**src/rtl/seven_seg_scan_driver.sv**
```systemverilog
// Time-multiplexed multi-digit 7-segment driver: one-hot round-robin scan with
// guard blanking, leading-zero suppression and tear-free frame-boundary updates.
module seven_seg_scan_driver #(
  parameter int NUM_DIGITS     = 4,
  parameter int SCAN_DIV       = 25000,
  parameter int BLANK_CYCLES   = 250,
  parameter bit SEG_ACTIVE_LOW = 1'b0,
  parameter bit DIG_ACTIVE_LOW = 1'b0
) (
  input  logic                    i_CLK,
  input  logic                    i_RST_N,
  input  logic                    i_EN,
  input  logic                    i_LOAD,
  input  logic [4*NUM_DIGITS-1:0] i_VALUE,
  input  logic [NUM_DIGITS-1:0]   i_DP,
  input  logic                    i_LZ_SUPPRESS,
  output logic [6:0]              o_SEG,
  output logic                    o_DP,
  output logic [NUM_DIGITS-1:0]   o_DIG,
  output logic                    o_FRAME
);

  localparam int CW = (SCAN_DIV > 1) ? $clog2(SCAN_DIV) : 1;
  localparam int IW = (NUM_DIGITS > 1) ? $clog2(NUM_DIGITS) : 1;
  localparam logic [CW-1:0] CNT_LAST = CW'(SCAN_DIV - 1);
  localparam logic [IW-1:0] IDX_LAST = IW'(NUM_DIGITS - 1);

  // XOR masks: an internal active-high value XOR the mask gives the pin level
  localparam logic [6:0]            SEG_OFF = SEG_ACTIVE_LOW ? 7'h7F : 7'h00;
  localparam logic                  DP_OFF  = SEG_ACTIVE_LOW;
  localparam logic [NUM_DIGITS-1:0] DIG_OFF = DIG_ACTIVE_LOW ? {NUM_DIGITS{1'b1}}
                                                             : {NUM_DIGITS{1'b0}};

  logic [CW-1:0]           cnt;
  logic [IW-1:0]           idx;
  logic [4*NUM_DIGITS-1:0] disp_val;
  logic [NUM_DIGITS-1:0]   disp_dp;
  logic [4*NUM_DIGITS-1:0] pend_val;
  logic [NUM_DIGITS-1:0]   pend_dp;
  logic                    pend_valid;

  logic                    slot_end;
  logic                    boundary;
  logic                    in_guard;
  logic [3:0]              nibs [NUM_DIGITS];
  logic [3:0]              cur_nib;
  logic [NUM_DIGITS-1:0]   lz_blank;
  logic                    lead;
  logic [6:0]              seg_dec;
  logic [NUM_DIGITS-1:0]   dig_sel;

  assign slot_end = (cnt == CNT_LAST);
  assign boundary = i_EN && slot_end && (idx == IDX_LAST);

  generate
    if (BLANK_CYCLES == 0) begin : g_no_guard
      assign in_guard = 1'b0;
    end else begin : g_guard
      assign in_guard = (cnt < CW'(BLANK_CYCLES));
    end
  endgenerate

  always_ff @(posedge i_CLK or negedge i_RST_N) begin
    if (!i_RST_N) begin
      cnt <= '0;
      idx <= '0;
    end else if (!i_EN) begin
      cnt <= '0;
      idx <= '0;
    end else if (slot_end) begin
      cnt <= '0;
      idx <= (idx == IDX_LAST) ? '0 : idx + 1'b1;
    end else begin
      cnt <= cnt + 1'b1;
    end
  end

  // A load in the boundary cycle must survive into pending, so it is written last
  always_ff @(posedge i_CLK or negedge i_RST_N) begin
    if (!i_RST_N) begin
      disp_val   <= '0;
      disp_dp    <= '0;
      pend_val   <= '0;
      pend_dp    <= '0;
      pend_valid <= 1'b0;
    end else begin
      if (boundary && pend_valid) begin
        disp_val   <= pend_val;
        disp_dp    <= pend_dp;
        pend_valid <= 1'b0;
      end
      if (i_LOAD) begin
        pend_val   <= i_VALUE;
        pend_dp    <= i_DP;
        pend_valid <= 1'b1;
      end
    end
  end

  always_comb begin
    lead     = 1'b1;
    lz_blank = '0;
    for (int k = 0; k < NUM_DIGITS; k++) begin
      nibs[k] = disp_val[4*k +: 4];
    end
    for (int k = NUM_DIGITS - 1; k >= 0; k--) begin
      lead = lead & (disp_val[4*k +: 4] == 4'h0);
      if (k != 0) begin
        lz_blank[k] = i_LZ_SUPPRESS & lead;
      end
    end
  end

  assign cur_nib = nibs[idx];
  assign dig_sel = NUM_DIGITS'(1) << idx;

  always_comb begin
    seg_dec = 7'h00;
    case (cur_nib)
      4'h0: seg_dec = 7'h3F;
      4'h1: seg_dec = 7'h06;
      4'h2: seg_dec = 7'h5B;
      4'h3: seg_dec = 7'h4F;
      4'h4: seg_dec = 7'h66;
      4'h5: seg_dec = 7'h6D;
      4'h6: seg_dec = 7'h7D;
      4'h7: seg_dec = 7'h07;
      4'h8: seg_dec = 7'h7F;
      4'h9: seg_dec = 7'h67;
      4'hA: seg_dec = 7'h77;
      4'hB: seg_dec = 7'h7C;
      4'hC: seg_dec = 7'h39;
      4'hD: seg_dec = 7'h5E;
      4'hE: seg_dec = 7'h79;
      4'hF: seg_dec = 7'h71;
      default: seg_dec = 7'h00;
    endcase
  end

  // Outputs are a registered image of the pre-edge counter/index/display state
  always_ff @(posedge i_CLK or negedge i_RST_N) begin
    if (!i_RST_N) begin
      o_SEG   <= SEG_OFF;
      o_DP    <= DP_OFF;
      o_DIG   <= DIG_OFF;
      o_FRAME <= 1'b0;
    end else begin
      o_FRAME <= boundary;
      if (!i_EN || in_guard) begin
        o_SEG <= SEG_OFF;
        o_DP  <= DP_OFF;
        o_DIG <= DIG_OFF;
      end else begin
        o_SEG <= (lz_blank[idx] ? 7'h00 : seg_dec) ^ SEG_OFF;
        o_DP  <= disp_dp[idx] ^ DP_OFF;
        o_DIG <= dig_sel ^ DIG_OFF;
      end
    end
  end

endmodule

```
**config.mk**
```make
export PLATFORM = sky130hd
export DESIGN_NAME = seven_seg_scan_driver
export DESIGN_NICKNAME = d
export VERILOG_FILES = /design/src/rtl/seven_seg_scan_driver.sv
export SDC_FILE = /design/constraint.sdc
export NUM_CORES = 1
export LEC_CHECK = 0
export CAP_MARGIN = 20
export CORE_MARGIN = 5
export CORE_UTILIZATION = 45
export CTS_CLUSTER_SIZE = 10
export DETAILED_ROUTE_END_ITERATION = 8
export GPL_TIMING_DRIVEN = 0
export PLACE_DENSITY = 0.64
export SLEW_MARGIN = 20
export SYNTH_ARGS = -nofsm -noshare
export SYNTH_HDL_FRONTEND = slang
export SYNTH_SLANG_ARGS = --single-unit
```
**constraint.sdc**
```tcl
create_clock -name i_CLK -period 5 [get_ports i_CLK]
set_input_delay 1.5 -clock i_CLK [delete_from_list [all_inputs] [get_ports i_CLK]]
set_output_delay 1.5 -clock i_CLK [all_outputs]
set_load 0.02 [all_outputs]
```
==> images/clocks.png <==
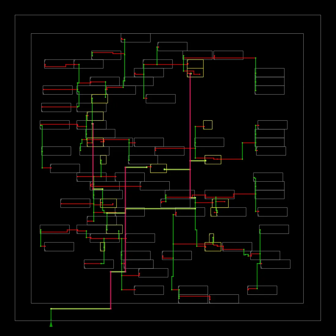
CLK BUF: 13
Setup Skew: 9.96 ps
Flop Count: 71
Latency at later pin: 340 ps

==> run_results.csv <==
group,metric,value,unit
floorplan,row_count,31,
setup_path,crit_path_max_fanout,1,
global_route,grt_max_degree,43,
setup_path,path_depth,1,
global_route,antenna_found_initial,0,
setup_path,cp.arrival,1250,ps
route,drt-met1-wl,2.83,mm
final_layout,combGateArea,0.00140,sq mm
final_timing,finalSetupViolCount,0,
final_layout,clkCellAreaFrac,4.43,%
setup_path,cp-end-kind,"output pin",
job,cap_viol_max_count,0,
final_layout,num_antenna_cells,0,
logic_synthesis,ys_types,44,
placement,hpwlAfterDp,4.17,mm
logic_synthesis,avgSynthCellArea,12.7,sq um
final_layout,n_all_buffers,52,
route,ant_nets,0,
floorplan,fp.dieW,95.5,microns
logic_synthesis,ff_type,"dfrtp_1",
floorplan,chipArea,0.00913,sq mm
cts,cts_setup_buffers,0,
pwr,p_leak,1.80,nW
final_layout,dominant_cells,"sequential cells",
logic_synthesis,yosys_warnings,0,
cts,cts_hold_buf,0,
floorplan,fp_util,45.9,%
setup_path,max_stage_delay,590,ps
cts,htree_levels,3,
pwr,power_leader,"sequential cells",
route,topRoutingLayerUsed,"met4",
pwr,pwr-share-seq,56.6,%
setup_path,r2r-start,"idx[0]",
route,drt_wl_total,5.76,mm
pwr,clk-power,0.404,mW
cts,clk_path_buf_depth,2,
logic_synthesis,netlist_top_cells_count,"71 x dfrtp_1, 41 x mux2_2, 19 x nor2_1",
final_timing,period_used_share,55.0,%
final_layout,nNonClkInverters,9,
min_path,worstHoldStart,"cnt[0]",
run_status,outcome,"finished clean",
route,route.met3.wl,205,microns
logic_synthesis,synth_seq_share,54.0,%
setup_path,crit_start,"o_SEG[3]",
pwr,p_clk_share,38.0,%
final_layout,bufAreaShareNonClock,11.9,%
final_layout,sh_comb_area,35.1,%
route,wl_met2,2.62,mm
global_route,grt_pass1_vias,2110,
final_layout,layout_top_cells,"71 x dfrtp_1, 41 x mux2_2, 36 x clkdlybuf4s50_1, 19 x nor2_1",
setup_path,worstPathRequired,3500,ps
logic_synthesis,ys_sh_xor,2.66,%
logic_synthesis,edf_count,0,
setup_path,cp_slowest_cell,"clkdlybuf4s50_1",
cts,cts_tree,"yes",
logic_synthesis,top_cell,"dfrtp_1",
placement,gp_congestion,0.826,
final_layout,nets,343,
final_timing,final_max_slew_viol_count,0,
cts,cts_sinks,71,
final_layout,syn_to_final_growth,20.9,%
final_timing,layout_min_cycle_time,2750,ps
floorplan,die_y,95.5,microns
cts,clk_pin_slew,70,ps
logic_synthesis,async_reset_ff_share,100,%
logic_synthesis,top_area_share,54.0,%
logic_synthesis,yosys_area,0.00329,sq mm
route,drc,0,
setup_path,critPathKind,"reg2out",
final_timing,rsz0062_at_grt,"false",
logic_synthesis,adder_share,3.80,%
route,avgRoutedWirePerCell,14.0,microns
final_layout,layout_top_cell,"dfrtp_1",
cts,cts_resized,0,
final_timing,whs,462,ps
min_path,holdPathStages,1,
route,drtPass1Iterations,4,
logic_synthesis,ys_ff,71,
setup_path,cp_top_family,"buffers and inverters",
min_path,holdPathEnd,"cnt[0]",
final_layout,logic_gates,165,
pwr,vdd_drop_max,0.125,mV
pwr,p_seq,0.602,mW
pwr,internal-power,0.833,mW
route,vias,2075,
route,drt-initial-drc-count,49,
cts,cts_root_buf,"clkbuf_8",
final_layout,final.fill_count,612,
logic_synthesis,mux_area_share,19.5,%
final_timing,max_freq,364,MHz
global_route,busiest_layer,"met2",
setup_path,rrSetupSlack,2540,ps
final_layout,seq_share,44.6,%
logic_synthesis,syn_area,0.00329,sq mm
global_route,overflow,0,
logic_synthesis,ys_cells,259,
logic_synthesis,yosys.area_share.aoi,4.52,%
global_route,use_met2,20.8,%
setup_path,cp-start-kind,"flip-flop",
pwr,comb_power,0.0584,mW
floorplan,coreArea,0.00718,sq mm
setup_path,reg2reg_depth,6,
final_timing,maxSlewHeadroom,51.9,%
pwr,p_comb_share,5.5,%
setup_path,reg2reg_to,"o_SEG[3]",
logic_synthesis,synthTopLogicFamily,"multiplexers",
global_route,grt_pass1_wl,10.1,mm
pwr,p_sw_share,21.8,%
final_layout,ff_latch_area,0.00178,sq mm
setup_path,endpoint,"o_SEG[3]",
floorplan,tap-cell-count,99,
pwr,power_switching,0.232,mW
min_path,hp-class,"reg2reg",
logic_synthesis,yosys-top-cells-area,"dfrtp_1 54%, mux2_2 14%, ha_1 3.8%",
global_route,grtUsageTotal,14.5,%
global_route,use_met3,3.47,%
final_layout,drive_above_1_share,22.4,%
logic_synthesis,yosys.area.top_type,"dfrtp_1",
final_timing,fin_setup_tns,0,ps
job,log.warning_count,33,
final_timing,final_hold_viol_count,0,
logic_synthesis,synthesis.nets,294,
setup_path,cp_num_buf_inv,1,
==> images/io_fan.png <==
(4 px per micron)
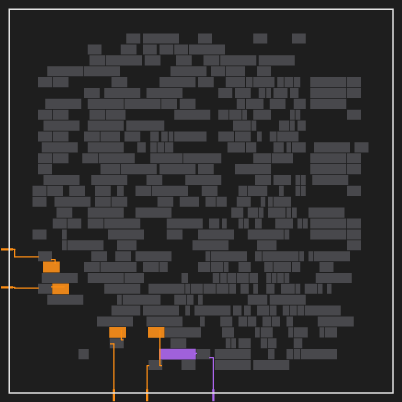
legend:
  o_DP:
    color: purple
    bits: 1
    direction: output
    edge: south
    end_cells: 1
    buffers: 1
    wire: 10.1 microns
  i_DP:
    color: orange
    bits: 4
    direction: input
    edge: 2 west, 2 south
    end_cells: 4
    buffers: 4
    wire: 52.1 microns
# IOs: 38
port buffer count: 37

-- through the flow --
| step | instance area (sq um) | std cells | setup WS [ps] | total power [mW] | util (%) |
|---|---|---|---|---|---|
| final | 3980 | 412 | 2250 | 1.07 | 55.5 |
| after global routing | 3980 | 412 | 2140 | 1.12 | 55.5 |
| after CTS | 3980 | 412 | 2220 | 1.08 | 55.5 |
| after detailed placement | 3800 | 396 | 1920 | 0.674 | 53.0 |
| after global placement | 3790 | 395 | 60.9 | 0.671 | 52.8 |
| after floorplan | 3290 | 259 | 2690 | 0.633 | - |
-- state kept, by name (all words and copies together), names as in the netlist --
name	flops
disp_dp	4
idx	2
disp_val	16
pend_dp	4
o_SEG	7
cnt	15
o_DP	1
o_DIG	4
pend_val	16
o_FRAME	1
pend_valid	1
No activity file was given, so power comes from the tool's default toggle rates.
